==> config.mk <==
export PLATFORM = sky130hd
export DESIGN_NAME = ldpc_3gpp_dec_state_seq_flat
export DESIGN_NICKNAME = d
export VERILOG_FILES = /design/src/rtl/ldpc_3gpp_dec_state_seq_pkg.sv /design/src/rtl/ldpc_3gpp_dec_state_seq_if.sv /design/src/rtl/ldpc_3gpp_dec_state_seq_codec_strb_delay.sv /design/src/rtl/ldpc_3gpp_dec_state_seq.sv /design/src/flat_wrapper.sv
export SDC_FILE = /design/constraint.sdc
export NUM_CORES = 1
export LEC_CHECK = 0
export ABC_AREA = 1
export CAP_MARGIN = 10
export CORE_ASPECT_RATIO = 0.8
export CORE_MARGIN = 1
export CORE_UTILIZATION = 35
export DETAILED_ROUTE_END_ITERATION = 8
export GPL_ROUTABILITY_DRIVEN = 1
export GPL_TIMING_DRIVEN = 0
export PLACE_DENSITY_LB_ADDON = 0.05
export SYNTH_ARGS = -nofsm -noshare
export SYNTH_HDL_FRONTEND = slang
export SYNTH_SLANG_ARGS = --single-unit
export TNS_END_PERCENT = 30
==> constraint.sdc <==
create_clock -name iclk -period 1.81 [get_ports iclk]
set_input_delay 0.2715 -clock iclk [delete_from_list [all_inputs] [get_ports iclk]]
set_output_delay 0.2715 -clock iclk [all_outputs]
set_load 0.02 [all_outputs]
==> src/rtl/ldpc_3gpp_dec_state_seq_pkg.sv <==
// rtl/ldpc_3gpp_dec_state_seq_pkg.sv - shared decoder types used by the vnode state sequencer
package ldpc_3gpp_dec_state_seq_pkg;

    localparam int cZC_W = 9;

    typedef logic [cZC_W-1:0] hb_zc_t;

    typedef struct packed {
        logic sof;
        logic sop;
        logic eop;
        logic eof;
    } strb_t;

    typedef enum logic [1:0] {
        IDLE,
        READ,
        DRAIN,
        DONE
    } state_seq_e;

endpackage

==> src/rtl/ldpc_3gpp_dec_state_seq_if.sv <==
// rtl/ldpc_3gpp_dec_state_seq_if.sv - control and strobe bundle between sequencer and state memory
interface ldpc_3gpp_dec_state_seq_if #(
    parameter int pROW_W  = 4,
    parameter int pITER_W = 6
);
    import ldpc_3gpp_dec_state_seq_pkg::*;

    logic               istart;
    hb_zc_t             iused_zc;
    logic [pROW_W-1:0]  iused_row;
    logic [pITER_W-1:0] initer;
    logic               istop;

    logic               obusy;
    logic               oread;
    logic               orstart;
    strb_t              orstrb;
    logic               owrite;
    strb_t              owstrb;
    logic [pITER_W-1:0] oiter;
    logic               odone;

    modport master (
        input  istart, iused_zc, iused_row, initer, istop,
        output obusy, oread, orstart, orstrb, owrite, owstrb, oiter, odone
    );

    modport slave (
        output istart, iused_zc, iused_row, initer, istop,
        input  obusy, oread, orstart, orstrb, owrite, owstrb, oiter, odone
    );

endinterface

==> src/rtl/ldpc_3gpp_dec_state_seq_codec_strb_delay.sv <==
// rtl/ldpc_3gpp_dec_state_seq_codec_strb_delay.sv - enable-gated fixed delay line for a valid plus frame strobes
module codec_strb_delay
    import ldpc_3gpp_dec_state_seq_pkg::*;
#(
    parameter int pLAT = 8
) (
    input  logic  clk,
    input  logic  resetn,
    input  logic  clkena,
    input  logic  val,
    input  strb_t strb,
    output logic  dly_val,
    output strb_t dly_strb
);

    logic  val_line  [pLAT];
    strb_t strb_line [pLAT];

    always_ff @(posedge clk) begin
        if (!resetn) begin
            for (int i = 0; i < pLAT; i++) begin
                val_line[i]  <= 1'b0;
                strb_line[i] <= '0;
            end
        end else if (clkena) begin
            val_line[0]  <= val;
            strb_line[0] <= strb;
            for (int i = 1; i < pLAT; i++) begin
                val_line[i]  <= val_line[i-1];
                strb_line[i] <= strb_line[i-1];
            end
        end
    end

    assign dly_val  = val_line[pLAT-1];
    assign dly_strb = strb_line[pLAT-1];

endmodule

==> src/rtl/ldpc_3gpp_dec_state_seq.sv <==
// rtl/ldpc_3gpp_dec_state_seq.sv - per-iteration read/write strobe sequencer for the vnode state memory
module ldpc_3gpp_dec_state_seq
    import ldpc_3gpp_dec_state_seq_pkg::*;
#(
    parameter int pROW_W    = 4,
    parameter int pITER_W   = 6,
    parameter int pPIPE_LAT = 8
) (
    input  logic                      iclk,
    input  logic                      ireset,
    input  logic                      iclkena,
    ldpc_3gpp_dec_state_seq_if.master bus
);

    state_seq_e         state, state_nxt;
    hb_zc_t             used_zc, zc_cnt;
    logic [pROW_W-1:0]  used_row, row_cnt;
    logic [pITER_W-1:0] niter_m1, iter;
    logic               stop_flag, accept, read, last_row, last_zc, wval;
    strb_t              rstrb, wstrb;

    assign accept   = (state == IDLE) && bus.istart;
    assign read     = (state == READ);
    assign last_row = (row_cnt == used_row - pROW_W'(1));
    assign last_zc  = (zc_cnt == used_zc - hb_zc_t'(1));

    always_comb begin
        rstrb = '0;
        if (read) begin
            rstrb.sof = (row_cnt == '0) && (zc_cnt == '0);
            rstrb.sop = (row_cnt == '0);
            rstrb.eop = last_row;
            rstrb.eof = last_row && last_zc;
        end
    end

    always_ff @(posedge iclk) begin
        if (!ireset) begin
            state <= IDLE;
        end else if (iclkena) begin
            state <= state_nxt;
        end
    end

    // Next iteration may only start once the delayed eof has left the write port.
    always_comb begin
        state_nxt = state;
        case (state)
            IDLE:    if (bus.istart) state_nxt = READ;
            READ:    if (rstrb.eof) state_nxt = DRAIN;
            DRAIN:   if (wval && wstrb.eof)
                         state_nxt = (iter == niter_m1 || stop_flag || bus.istop) ? DONE : READ;
            DONE:    state_nxt = IDLE;
            default: state_nxt = IDLE;
        endcase
    end

    always_ff @(posedge iclk) begin
        if (!ireset) begin
            used_zc   <= '0;
            used_row  <= '0;
            niter_m1  <= '0;
            zc_cnt    <= '0;
            row_cnt   <= '0;
            iter      <= '0;
            stop_flag <= 1'b0;
        end else if (iclkena) begin
            if (accept) begin
                used_zc   <= bus.iused_zc;
                used_row  <= bus.iused_row;
                niter_m1  <= (bus.initer == '0) ? '0 : bus.initer - pITER_W'(1);
                zc_cnt    <= '0;
                row_cnt   <= '0;
                iter      <= '0;
                stop_flag <= 1'b0;
            end else begin
                if (read) begin
                    if (last_row) begin
                        row_cnt <= '0;
                        zc_cnt  <= last_zc ? '0 : zc_cnt + hb_zc_t'(1);
                    end else begin
                        row_cnt <= row_cnt + pROW_W'(1);
                    end
                end
                if ((state == READ || state == DRAIN) && bus.istop)
                    stop_flag <= 1'b1;
                if (state == DRAIN && state_nxt == READ)
                    iter <= iter + pITER_W'(1);
            end
        end
    end

    codec_strb_delay #(
        .pLAT     (pPIPE_LAT)
    ) u_wr_delay (
        .clk      (iclk),
        .resetn   (ireset),
        .clkena   (iclkena),
        .val      (read),
        .strb     (rstrb),
        .dly_val  (wval),
        .dly_strb (wstrb)
    );

    always_comb begin
        bus.obusy   = (state != IDLE);
        bus.oread   = read;
        bus.orstart = read && rstrb.sof;
        bus.orstrb  = rstrb;
        bus.owrite  = wval;
        bus.owstrb  = wstrb;
        bus.oiter   = iter;
        bus.odone   = (state == DONE);
    end

endmodule

==> src/flat_wrapper.sv <==
// flat-port wrapper written by rule: the top's interface ports become plain ports
module ldpc_3gpp_dec_state_seq_flat import ldpc_3gpp_dec_state_seq_pkg::*;
#(
    parameter int pROW_W    = 4,
    parameter int pITER_W   = 6,
    parameter int pPIPE_LAT = 8
)
  (iclk, ireset, iclkena, bus_istart, bus_iused_zc, bus_iused_row, bus_initer, bus_istop, bus_obusy, bus_oread, bus_orstart, bus_orstrb, bus_owrite, bus_owstrb, bus_oiter, bus_odone);
  ldpc_3gpp_dec_state_seq_if #(.pROW_W(pROW_W), .pITER_W(pITER_W)) bus_i ();
  input  logic iclk;
  input  logic ireset;
  input  logic iclkena;
  input wire logic [$bits(bus_i.istart)-1:0] bus_istart;
  input wire logic [$bits(bus_i.iused_zc)-1:0] bus_iused_zc;
  input wire logic [$bits(bus_i.iused_row)-1:0] bus_iused_row;
  input wire logic [$bits(bus_i.initer)-1:0] bus_initer;
  input wire logic [$bits(bus_i.istop)-1:0] bus_istop;
  output wire logic [$bits(bus_i.obusy)-1:0] bus_obusy;
  output wire logic [$bits(bus_i.oread)-1:0] bus_oread;
  output wire logic [$bits(bus_i.orstart)-1:0] bus_orstart;
  output wire logic [$bits(bus_i.orstrb)-1:0] bus_orstrb;
  output wire logic [$bits(bus_i.owrite)-1:0] bus_owrite;
  output wire logic [$bits(bus_i.owstrb)-1:0] bus_owstrb;
  output wire logic [$bits(bus_i.oiter)-1:0] bus_oiter;
  output wire logic [$bits(bus_i.odone)-1:0] bus_odone;
  assign bus_i.istart = bus_istart;
  assign bus_i.iused_zc = bus_iused_zc;
  assign bus_i.iused_row = bus_iused_row;
  assign bus_i.initer = bus_initer;
  assign bus_i.istop = bus_istop;
  assign bus_obusy = bus_i.obusy;
  assign bus_oread = bus_i.oread;
  assign bus_orstart = bus_i.orstart;
  assign bus_orstrb = bus_i.orstrb;
  assign bus_owrite = bus_i.owrite;
  assign bus_owstrb = bus_i.owstrb;
  assign bus_oiter = bus_i.oiter;
  assign bus_odone = bus_i.odone;
  ldpc_3gpp_dec_state_seq #(.pROW_W(pROW_W), .pITER_W(pITER_W), .pPIPE_LAT(pPIPE_LAT)) u_core (.iclk(iclk), .ireset(ireset), .iclkena(iclkena), .bus(bus_i));
endmodule
==> run_1/congestion_map.png <==
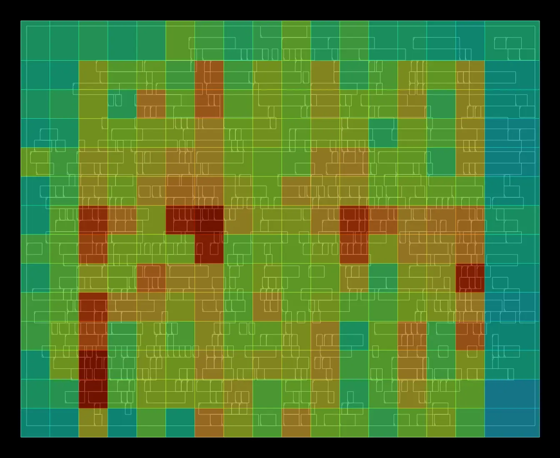
grt peak-use layer: met2
met2 routing resource usage after global routing: 25.9%
Util after Layout: 50.1%

==> run_1/gates.png <==
The bar under the picture is 20 microns long.
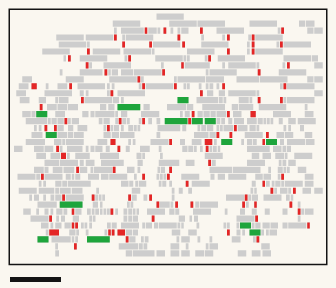
fa/ha/maj cells -> green  # cells 14, most used ha_1
inv cells -> red  # cells 100, most used inv_1, where spread over the die

==> run_1/layers.png <==
The bar under the picture is 20 microns long.
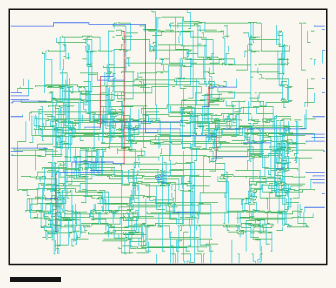
M4 -> red  # wire length 152 microns
M2 -> cyan  # wire length 4160 microns
M3 -> blue  # wire length 404 microns
M1 -> green  # wire length 4870 microns

==> run_summary.xml, run 1 <==
<?xml version="1.0" encoding="UTF-8"?>
<metrics>
  <group name="clocking">
    <metric name="cts-root-to-sink-buffers" unit="">2</metric>
    <metric name="tritoncts" unit="">yes</metric>
    <metric name="cts-htree-levels" unit="">3</metric>
    <metric name="worst_setup_hold_path_clk_slew" unit="ps">60</metric>
    <metric name="clock_sink_count" unit="">81</metric>
    <metric name="clock_insertion_delay_worst_skew" unit="ps">340</metric>
    <metric name="cts-root-buf" unit="">sky130_fd_sc_hd__clkbuf_16</metric>
    <metric name="cts-buffers-inserted" unit="">9</metric>
  </group>
  <group name="logic_synthesis">
    <metric name="number_of_flops_mapped_to_enable_cells_by_yosys" unit="">39</metric>
    <metric name="yosys_area" unit="sq mm">0.00413</metric>
    <metric name="synthAdderAreaFrac" unit="%">4.24</metric>
    <metric name="synth_flops" unit="">81</metric>
    <metric name="yosysWarningCount" unit="">0</metric>
    <metric name="number_of_library_cell_types_mapped_by_synthesis" unit="">37</metric>
    <metric name="ys_async_sr_fraction" unit="%">0</metric>
    <metric name="fp_nets" unit="">558</metric>
    <metric name="post_synth_main_logic_family" unit="">simple AND/OR/NAND/NOR gates</metric>
    <metric name="synth-seq-area-share" unit="%">48.7</metric>
    <metric name="xor_xnor_cells_area_fraction" unit="%">3.73</metric>
    <metric name="topCellsByArea" unit="">sky130_fd_sc_hd__edfxtp_1, sky130_fd_sc_hd__dfxtp_1, sky130_fd_sc_hd__nand2_1</metric>
    <metric name="post-synth-top-area-cell" unit="">sky130_fd_sc_hd__edfxtp_1</metric>
    <metric name="post_synth_top_area_share" unit="%">28.4</metric>
    <metric name="synth_area_per_cell" unit="sq um">7.94</metric>
    <metric name="mapped_cell_area" unit="sq mm">0.00413</metric>
    <metric name="mux_share" unit="%">0</metric>
    <metric name="synth-simple-area-share" unit="%">25.5</metric>
    <metric name="synth.cellmix.compoundShare" unit="%">7.06</metric>
    <metric name="ys_top_cells_by_count" unit="">sky130_fd_sc_hd__nand2_1, sky130_fd_sc_hd__inv_1, sky130_fd_sc_hd__nor2_1, sky130_fd_sc_hd__dfxtp_1, sky130_fd_sc_hd__edfxtp_1</metric>
    <metric name="yosys_cell_count" unit="">520</metric>
    <metric name="synth-main-ff-cell" unit="">sky130_fd_sc_hd__dfxtp_1</metric>
    <metric name="synthesis.instances" unit="">520</metric>
  </group>
  <group name="sta">
    <metric name="min_period_over_period" unit="%">120</metric>
    <metric name="report.final.setup_viol" unit="">23</metric>
    <metric name="timing.hold.ws" unit="ps">451</metric>
    <metric name="relSlewSlack" unit="%">62.4</metric>
    <metric name="achievable-frequency" unit="GHz">0.459</metric>
    <metric name="tightest_slew" unit="ps">561</metric>
    <metric name="final.setup_skew" unit="ps">9.23</metric>
    <metric name="hold_viol_final" unit="">0</metric>
    <metric name="unrepaired_setup_endpoints_after_global_routing" unit="">yes</metric>
    <metric name="setup_ws" unit="ps">-370</metric>
    <metric name="final.min_clock_period" unit="ps">2180</metric>
    <metric name="slew_violations" unit="">0</metric>
  </group>
  <group name="final_layout">
    <metric name="comb_area_share" unit="%">34.1</metric>
    <metric name="fin_cells" unit="">766</metric>
    <metric name="regArea" unit="sq mm">0.00203</metric>
    <metric name="inverters" unit="">100</metric>
    <metric name="n_antenna_cell" unit="">0</metric>
    <metric name="nClkBuffers" unit="">11</metric>
    <metric name="area.share.sequential" unit="%">35.2</metric>
    <metric name="drive_above_1_share" unit="%">25.4</metric>
    <metric name="syn_to_final_growth" unit="%">39.6</metric>
    <metric name="final-clk-cell-share" unit="%">5.56</metric>
    <metric name="final_net_count" unit="">651</metric>
    <metric name="number_of_sequential_storage_elements" unit="">81</metric>
    <metric name="layout_top_cells" unit="">sky130_fd_sc_hd__nand2_1, sky130_fd_sc_hd__inv_1, sky130_fd_sc_hd__nor2_1</metric>
    <metric name="final_design_area_no_fill" unit="sq mm">0.00577</metric>
    <metric name="signal_buffer_area_fraction" unit="%">14.9</metric>
    <metric name="num-fill-cells" unit="">1088</metric>
    <metric name="signal_buffers" unit="">95</metric>
    <metric name="mostFrequentLayoutCell" unit="">sky130_fd_sc_hd__nand2_1</metric>
    <metric name="comb_cells" unit="">326</metric>
    <metric name="dominant-cell-class" unit="">sequential cells</metric>
  </group>
  <group name="setup_path">
    <metric name="arrival" unit="ps">1910</metric>
    <metric name="worstSetupEndpointType" unit="">primary output</metric>
    <metric name="r2r_cells" unit="">19</metric>
    <metric name="timing_worst_setup_path_type" unit="">register to primary output</metric>
    <metric name="reg2reg_to" unit="">u_core.bus.oiter[3]</metric>
    <metric name="setup.worst_path.start_class" unit="">register</metric>
    <metric name="rr_startpoint" unit="">u_core.used_zc[0]</metric>
    <metric name="reg2reg_setup_slack" unit="ps">-310</metric>
    <metric name="critPathSlowestCell" unit="">sky130_fd_sc_hd__dfxtp_4</metric>
    <metric name="critPathMaxFanout" unit="">2</metric>
    <metric name="crit_path_cell_trace" unit="">inv_6, ha_4, inv_2, nand2_1, nand2_1, nor2_1, nand3_1, nor2_2, nand3_2, nor2_2, nand2_2, inv_4, buf_6</metric>
    <metric name="critical-path-max-stage-delay" unit="ps">370</metric>
    <metric name="timing.critical_path.required" unit="ps">1540</metric>
  </group>
  <group name="die">
    <metric name="dieHeight" unit="microns">99.2</metric>
    <metric name="core_utilization_before_placement" unit="%">35.9</metric>
    <metric name="floorplan.tapcells" unit="">148</metric>
    <metric name="row_count" unit="">35</metric>
    <metric name="io_pins" unit="">43</metric>
    <metric name="coreArea" unit="sq mm">0.0115</metric>
    <metric name="dieWidth" unit="microns">123</metric>
  </group>
  <group name="pwr">
    <metric name="fin_total_pwr" unit="mW">4.77</metric>
    <metric name="p_leak" unit="nW">2.52</metric>
    <metric name="ir_drop" unit="mV">0.382</metric>
    <metric name="cellPowerDensity" unit="mW/mm^2">828</metric>
  </group>
  <group name="grt">
    <metric name="antenna_found_initial" unit="">0</metric>
    <metric name="global_route.usage.total" unit="%">17.0</metric>
    <metric name="first_global_vias" unit="">3382</metric>
    <metric name="largest_net_degree_at_the_start_of_global_routing" unit="">26</metric>
    <metric name="grtUsageMet1" unit="%">23.3</metric>
    <metric name="met3_usage" unit="%">4.24</metric>
    <metric name="grt_pass1_wl" unit="microns">15900</metric>
  </group>
  <group name="hold_path">
    <metric name="hold_path.startpoint" unit="">u_core.u_wr_delay.val_line[0][3]</metric>
    <metric name="min-delay-path-class" unit="">register to register</metric>
    <metric name="hold-path-endpoint" unit="">u_core.u_wr_delay.val_line[1][0]</metric>
  </group>
  <group name="detailed_routing">
    <metric name="routed.top_layer" unit="">met4</metric>
    <metric name="final_antenna_net_count" unit="">0</metric>
    <metric name="wl_met1" unit="microns">4870</metric>
    <metric name="detail_route.vias_per_cell" unit="">4.58</metric>
    <metric name="detailedRoute.firstPassIterationCount" unit="">4</metric>
    <metric name="number_of_vias_after_detailed_routing" unit="">3505</metric>
    <metric name="drt_wl_total" unit="microns">9590</metric>
    <metric name="drt_drc_violations_left" unit="">0</metric>
    <metric name="detail_route_met2_wl" unit="microns">4160</metric>
    <metric name="avgRoutedWirePerCell" unit="microns">12.5</metric>
  </group>
  <group name="placed_design">
    <metric name="detailedPlacementHpwl" unit="microns">6580</metric>
    <metric name="routabilityCongestion" unit="">0.787</metric>
    <metric name="numPlacedInstances" unit="">711</metric>
    <metric name="post_dp_cell_area" unit="sq mm">0.00481</metric>
    <metric name="port-buffer-count" unit="">42</metric>
  </group>
  <group name="job">
    <metric name="warnings" unit="">36</metric>
    <metric name="maxCapViolations" unit="">0</metric>
  </group>
  <group name="status">
    <metric name="failed_checks" unit="">setup timing</metric>
    <metric name="run_status" unit="">finished, violations left</metric>
  </group>
</metrics>
-- run 1: sequential cells by signal, indices dropped and copies added, names as in the netlist --
name / count
u_core.bus.oiter: 6
u_core.u_wr_delay.val_line: 8
u_core.state: 2
u_core.niter_m1: 6
u_core.row_cnt: 4
u_core.used_row: 4
u_core.used_zc: 9
u_core.zc_cnt: 9
u_core.stop_flag: 1
u_core.u_wr_delay.strb_line: 32
-- run 1: how the worst max path moves through the flow --
| stage | start | end | slack, ps | cells after the start |
|---|---|---|---|---|
| 2_1_floorplan | u_core.used_zc[0] | u_core.bus.oiter[3] | -10 | 18 |
| 3_3_place_gp | iclkena | u_core.zc_cnt[6] | -1220 | 6 |
| 3_5_place_dp | u_core.used_zc[0] | bus_orstrb[0] | -630 | 13 |
| 4_1_cts | u_core.used_zc[0] | bus_orstrb[0] | -400 | 13 |
| 5_1_grt | u_core.used_zc[0] | u_core.bus.oiter[0] | -550 | 19 |
| 6_report | u_core.used_zc[0] | bus_orstrb[0] | -370 | 13 |
-- run 1: what timing repair did --
item,CTS,global route
pin swaps,19,22
setup buffers,30,9
hold buffers,0,0
setup endpoints to repair,47,45
gates resized,91,40
-- run 1: report_power, final --
| part | switching, mW | internal (mW) |
|---|---|---|
| Sequential | 0.0490 | 2.01 |
| Clock | 0.736 | 1.24 |
| Combinational | 0.394 | 0.336 |
-- run 1: cells by family after synthesis --
kind of cell,Yosys count
DFF,81
AOI/OAI and AO/OA,52
xor gates and xnor gates,16
buffers and inverters,113
adders and majority gates,14
and+or+nand+nor,244
-- run 1: worst max-delay path: cells and delay by family (launching register included) --
family / cells / cell delay [ps]
simple gates: 8 / 710
buf+inv: 4 / 260
flops: 1 / 370
fa+ha+maj: 1 / 250
==> run_1/closeup.png <==
The bar under the picture is 5 microns long. Window x 52 to 72, y 59 to 79 microns. Cells in grey, sequential cells in the stronger grey; small squares are vias.
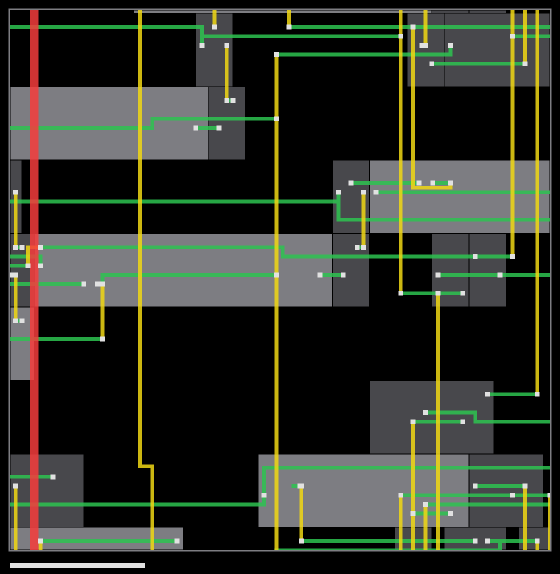

==> run 2, diff against run 1 <==
--- a/config.mk
+++ b/config.mk
@@ -14,7 +14,10 @@
 export GPL_ROUTABILITY_DRIVEN = 1
 export GPL_TIMING_DRIVEN = 0
 export PLACE_DENSITY_LB_ADDON = 0.05
+export SKIP_CTS_REPAIR_TIMING = 1
+export SKIP_LAST_GASP = 1
 export SYNTH_ARGS = -nofsm -noshare
 export SYNTH_HDL_FRONTEND = slang
+export SYNTH_HIERARCHICAL = 1
 export SYNTH_SLANG_ARGS = --single-unit
 export TNS_END_PERCENT = 30
==> run_2/closeup.png <==
The bar under the picture is 5 microns long. Window x 52 to 72, y 60 to 80 microns. Cells in grey, sequential cells in the stronger grey; small squares are vias.
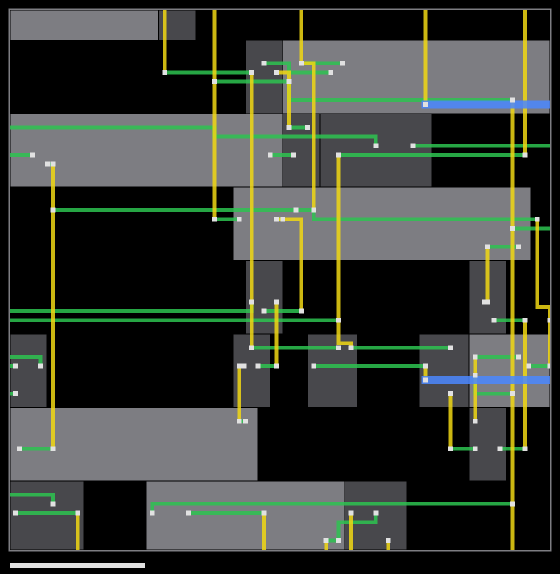
M3 -> blue
M2 -> yellow
M1 -> green
cells with their middle in the window = 17
netlist names of flops here include = u_core/u_wr_delay/strb_line (2), u_core/u_wr_delay/val_line (2)
sequential cells in the window = 5
most frequent = nor2_1 (4), edfxtp_1 (4), inv_1 (3)

==> run_2/gates.png <==
The bar under the picture is 20 microns long.
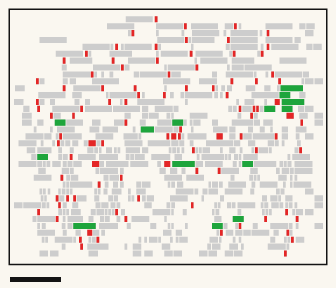
inv cells -> red  # cells 93, most used inv_1, where spread over the die
fa/ha/maj cells -> green  # cells 14, most used ha_1

==> run 2 against run 1 <==
Against the previous run: the flow finishes with violations (DRC, setup timing); core utilization fell by 1.4 points; setup slack improved by 33 ps; cell area fell by 1.8%; critical path depth fell by 3; clock skew fell by 1.6 ps; die area rose by 2.2%; power fell by 3.4%; first-iteration DRC count fell by 7.0%; global-route usage fell by 1.3 points; non-clock buffer count fell by 16; highest routed layer unchanged.
==> run_summary.xml, run 2 <==
<?xml version="1.0" encoding="UTF-8"?>
<metrics>
  <group name="status">
    <metric name="run_status" unit="">finished, violations left</metric>
    <metric name="failed_checks" unit="">DRC, setup timing</metric>
  </group>
  <group name="final_layout">
    <metric name="layout_top_cells" unit="">sky130_fd_sc_hd__nand2_1, sky130_fd_sc_hd__inv_1, sky130_fd_sc_hd__nor2_1</metric>
    <metric name="n_antenna_cell" unit="">0</metric>
    <metric name="syn_to_final_growth" unit="%">34.1</metric>
    <metric name="final_net_count" unit="">632</metric>
    <metric name="flip_flop_count_of_the_largest_register_all_copies_and_words_added" unit="">32</metric>
    <metric name="reg_top3" unit="">u_core/u_wr_delay/strb_line: 32 flops, u_core/used_zc: 9 flops, u_core/zc_cnt: 9 flops</metric>
    <metric name="regMostFlops" unit="">u_core/u_wr_delay/strb_line</metric>
    <metric name="mostFrequentLayoutCell" unit="">sky130_fd_sc_hd__nand2_1</metric>
    <metric name="drive_above_1_share" unit="%">26.0</metric>
    <metric name="final_design_area_no_fill" unit="sq mm">0.00566</metric>
    <metric name="postLayoutCoreUtil" unit="%">48.6</metric>
    <metric name="fin_cells" unit="">747</metric>
  </group>
  <group name="job">
    <metric name="maxCapViolations" unit="">0</metric>
    <metric name="warnings" unit="">35</metric>
  </group>
  <group name="logic_synthesis">
    <metric name="number_of_flops_mapped_to_enable_cells_by_yosys" unit="">39</metric>
    <metric name="synth_area_per_cell" unit="sq um">8.17</metric>
    <metric name="post_synth_top_area_share" unit="%">27.7</metric>
    <metric name="yosys_cell_count" unit="">517</metric>
    <metric name="ys_top_cells_by_count" unit="">sky130_fd_sc_hd__nand2_1, sky130_fd_sc_hd__inv_1, sky130_fd_sc_hd__nor2_1, sky130_fd_sc_hd__dfxtp_1, sky130_fd_sc_hd__edfxtp_1</metric>
    <metric name="synth-main-ff-cell" unit="">sky130_fd_sc_hd__dfxtp_1</metric>
    <metric name="synth_flops" unit="">81</metric>
    <metric name="yosys_area" unit="sq mm">0.00422</metric>
    <metric name="synthesis.instances" unit="">517</metric>
    <metric name="number_of_library_cell_types_mapped_by_synthesis" unit="">35</metric>
    <metric name="yosysWarningCount" unit="">6</metric>
    <metric name="mapped_cell_area" unit="sq mm">0.00422</metric>
    <metric name="ys_async_sr_fraction" unit="%">0</metric>
    <metric name="fp_nets" unit="">555</metric>
  </group>
  <group name="setup_path">
    <metric name="critPathMaxFanout" unit="">4</metric>
    <metric name="timing.critical_path.required" unit="ps">1540</metric>
    <metric name="arrival" unit="ps">1880</metric>
    <metric name="timing_worst_setup_path_type" unit="">register to primary output</metric>
    <metric name="worstSetupEndpointType" unit="">primary output</metric>
  </group>
  <group name="detailed_routing">
    <metric name="routed.top_layer" unit="">met4</metric>
    <metric name="number_of_vias_after_detailed_routing" unit="">3431</metric>
    <metric name="detail_route_met2_wl" unit="microns">4000</metric>
    <metric name="final_antenna_net_count" unit="">0</metric>
    <metric name="detail_route.vias_per_cell" unit="">4.59</metric>
    <metric name="drt_drc_violations_left" unit="">7</metric>
    <metric name="wl_met1" unit="microns">4660</metric>
    <metric name="detailedRoute.firstPassIterationCount" unit="">6</metric>
  </group>
  <group name="pwr">
    <metric name="cellPowerDensity" unit="mW/mm^2">814</metric>
    <metric name="sw_share" unit="%">25.6</metric>
    <metric name="pg_clk" unit="mW">1.82</metric>
    <metric name="p_leak" unit="nW">2.40</metric>
    <metric name="pwr-share-clk" unit="%">39.5</metric>
    <metric name="relative_contribution_of_sequential_cells_to_total_power" unit="%">44.8</metric>
    <metric name="internal-power" unit="mW">3.43</metric>
    <metric name="maxPowerGroup" unit="">sequential cells</metric>
    <metric name="switching_power" unit="mW">1.18</metric>
    <metric name="power.combinational.total" unit="mW">0.726</metric>
    <metric name="seq-power" unit="mW">2.07</metric>
    <metric name="fin_total_pwr" unit="mW">4.61</metric>
    <metric name="share_comb_of_total_power" unit="%">15.7</metric>
    <metric name="ir_drop" unit="mV">0.375</metric>
  </group>
  <group name="sta">
    <metric name="hold_viol_final" unit="">0</metric>
    <metric name="final.setup_skew" unit="ps">7.60</metric>
    <metric name="achievable-frequency" unit="GHz">0.466</metric>
    <metric name="report.final.setup_viol" unit="">27</metric>
    <metric name="timing.hold.ws" unit="ps">383</metric>
    <metric name="relSlewSlack" unit="%">38.5</metric>
    <metric name="setup_ws" unit="ps">-337</metric>
    <metric name="final.min_clock_period" unit="ps">2150</metric>
    <metric name="slew_violations" unit="">0</metric>
    <metric name="tightest_slew" unit="ps">919</metric>
    <metric name="min_period_over_period" unit="%">119</metric>
    <metric name="unrepaired_setup_endpoints_after_global_routing" unit="">yes</metric>
  </group>
  <group name="clocking">
    <metric name="clock_sink_count" unit="">81</metric>
    <metric name="cts-root-to-sink-buffers" unit="">2</metric>
    <metric name="tritoncts" unit="">yes</metric>
    <metric name="clock_insertion_delay_worst_skew" unit="ps">340</metric>
    <metric name="cts-buffers-inserted" unit="">9</metric>
    <metric name="cts-root-buf" unit="">sky130_fd_sc_hd__clkbuf_16</metric>
    <metric name="cts-htree-levels" unit="">3</metric>
    <metric name="worst_setup_hold_path_clk_slew" unit="ps">60</metric>
  </group>
  <group name="placed_design">
    <metric name="post_dp_cell_area" unit="sq mm">0.00490</metric>
    <metric name="port-buffer-count" unit="">42</metric>
    <metric name="numPlacedInstances" unit="">707</metric>
    <metric name="routabilityCongestion" unit="">0.796</metric>
    <metric name="detailedPlacementHpwl" unit="microns">6380</metric>
  </group>
  <group name="grt">
    <metric name="antenna_found_initial" unit="">0</metric>
    <metric name="largest_net_degree_at_the_start_of_global_routing" unit="">40</metric>
    <metric name="grt_pass1_wl" unit="microns">15400</metric>
    <metric name="first_global_vias" unit="">3193</metric>
  </group>
  <group name="die">
    <metric name="dieWidth" unit="microns">125</metric>
    <metric name="core_utilization_before_placement" unit="%">36.3</metric>
    <metric name="coreArea" unit="sq mm">0.0116</metric>
    <metric name="io_pins" unit="">43</metric>
    <metric name="row_count" unit="">35</metric>
    <metric name="dieHeight" unit="microns">100</metric>
  </group>
  <group name="hold_path">
    <metric name="min-delay-path-class" unit="">input port to register</metric>
  </group>
</metrics>
==> run_2/layers.png <==
The bar under the picture is 20 microns long.
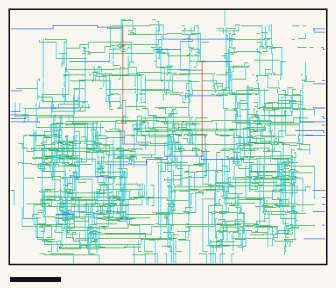
M1 -> green  # wire length 4660 microns
M2 -> cyan  # wire length 4000 microns
M3 -> blue  # wire length 355 microns
M4 -> red  # wire length 83.6 microns
sum of routed wire length over all layers: 9100 microns
per-cell routed wire length: 12.2 microns
overall routing resource usage: 15.7%

run 2: cell families after synthesis:
| logic type | after synthesis | share of synthesized area (%) |
|---|---|---|
| flops | 81 | 47.6 |
| fa+ha+maj | 14 | 4.15 |
| compound gates | 51 | 6.84 |
| buf+inv | 106 | 10.2 |
| xor+xnor | 23 | 4.77 |
| simple gates | 242 | 26.4 |
run 2: worst max-delay path, cell delays in order, from the launching register on:
cell and delay (ps):
sky130_fd_sc_hd__dfxtp_4 360, sky130_fd_sc_hd__inv_4 50, sky130_fd_sc_hd__ha_4 260, sky130_fd_sc_hd__xor2_1 130, sky130_fd_sc_hd__nand3_1 90, sky130_fd_sc_hd__nor2_1 90, sky130_fd_sc_hd__nand2_1 100, sky130_fd_sc_hd__nor2_4 160
sky130_fd_sc_hd__nand3_4 110, sky130_fd_sc_hd__inv_2 80, sky130_fd_sc_hd__buf_6 110
run 2: final timing paths:
kind / slack (ps) / endpoint / start / cells after the start
min reg2reg: 450 / u_core/stop_flag / u_core/stop_flag / 2
min: 380 / u_core/u_wr_delay/val_line[2][0] / iclkena / 3
max: -340 / bus_orstrb[0] / u_core/used_zc[0] / 10
max reg2reg: -300 / u_core/bus.oiter[2] / u_core/used_zc[0] / 16
run 2: area by class of cell:
cell class	instances	area (sq um)
fillers	1132	5980
multi-input cells	330	2060
flip-flops and latches	81	2030
repair buffers	66	622
inverters	93	379
clock buffers	11	243
well taps	148	185
plain buffers	13	92.6
clock inverters	5	55.1
run 2: per-layer routing:
| layer | track usage [%] | vias to the layer above |
|---|---|---|
| met5 | 0 | - |
| met4 | 4.56 | 0 |
| met3 | 4.80 | 5 |
| met2 | 24.1 | 50 |
| met1 | 21.3 | 1582 |
| li1 | - | 1794 |
Power and IR drop assume default switching activity.
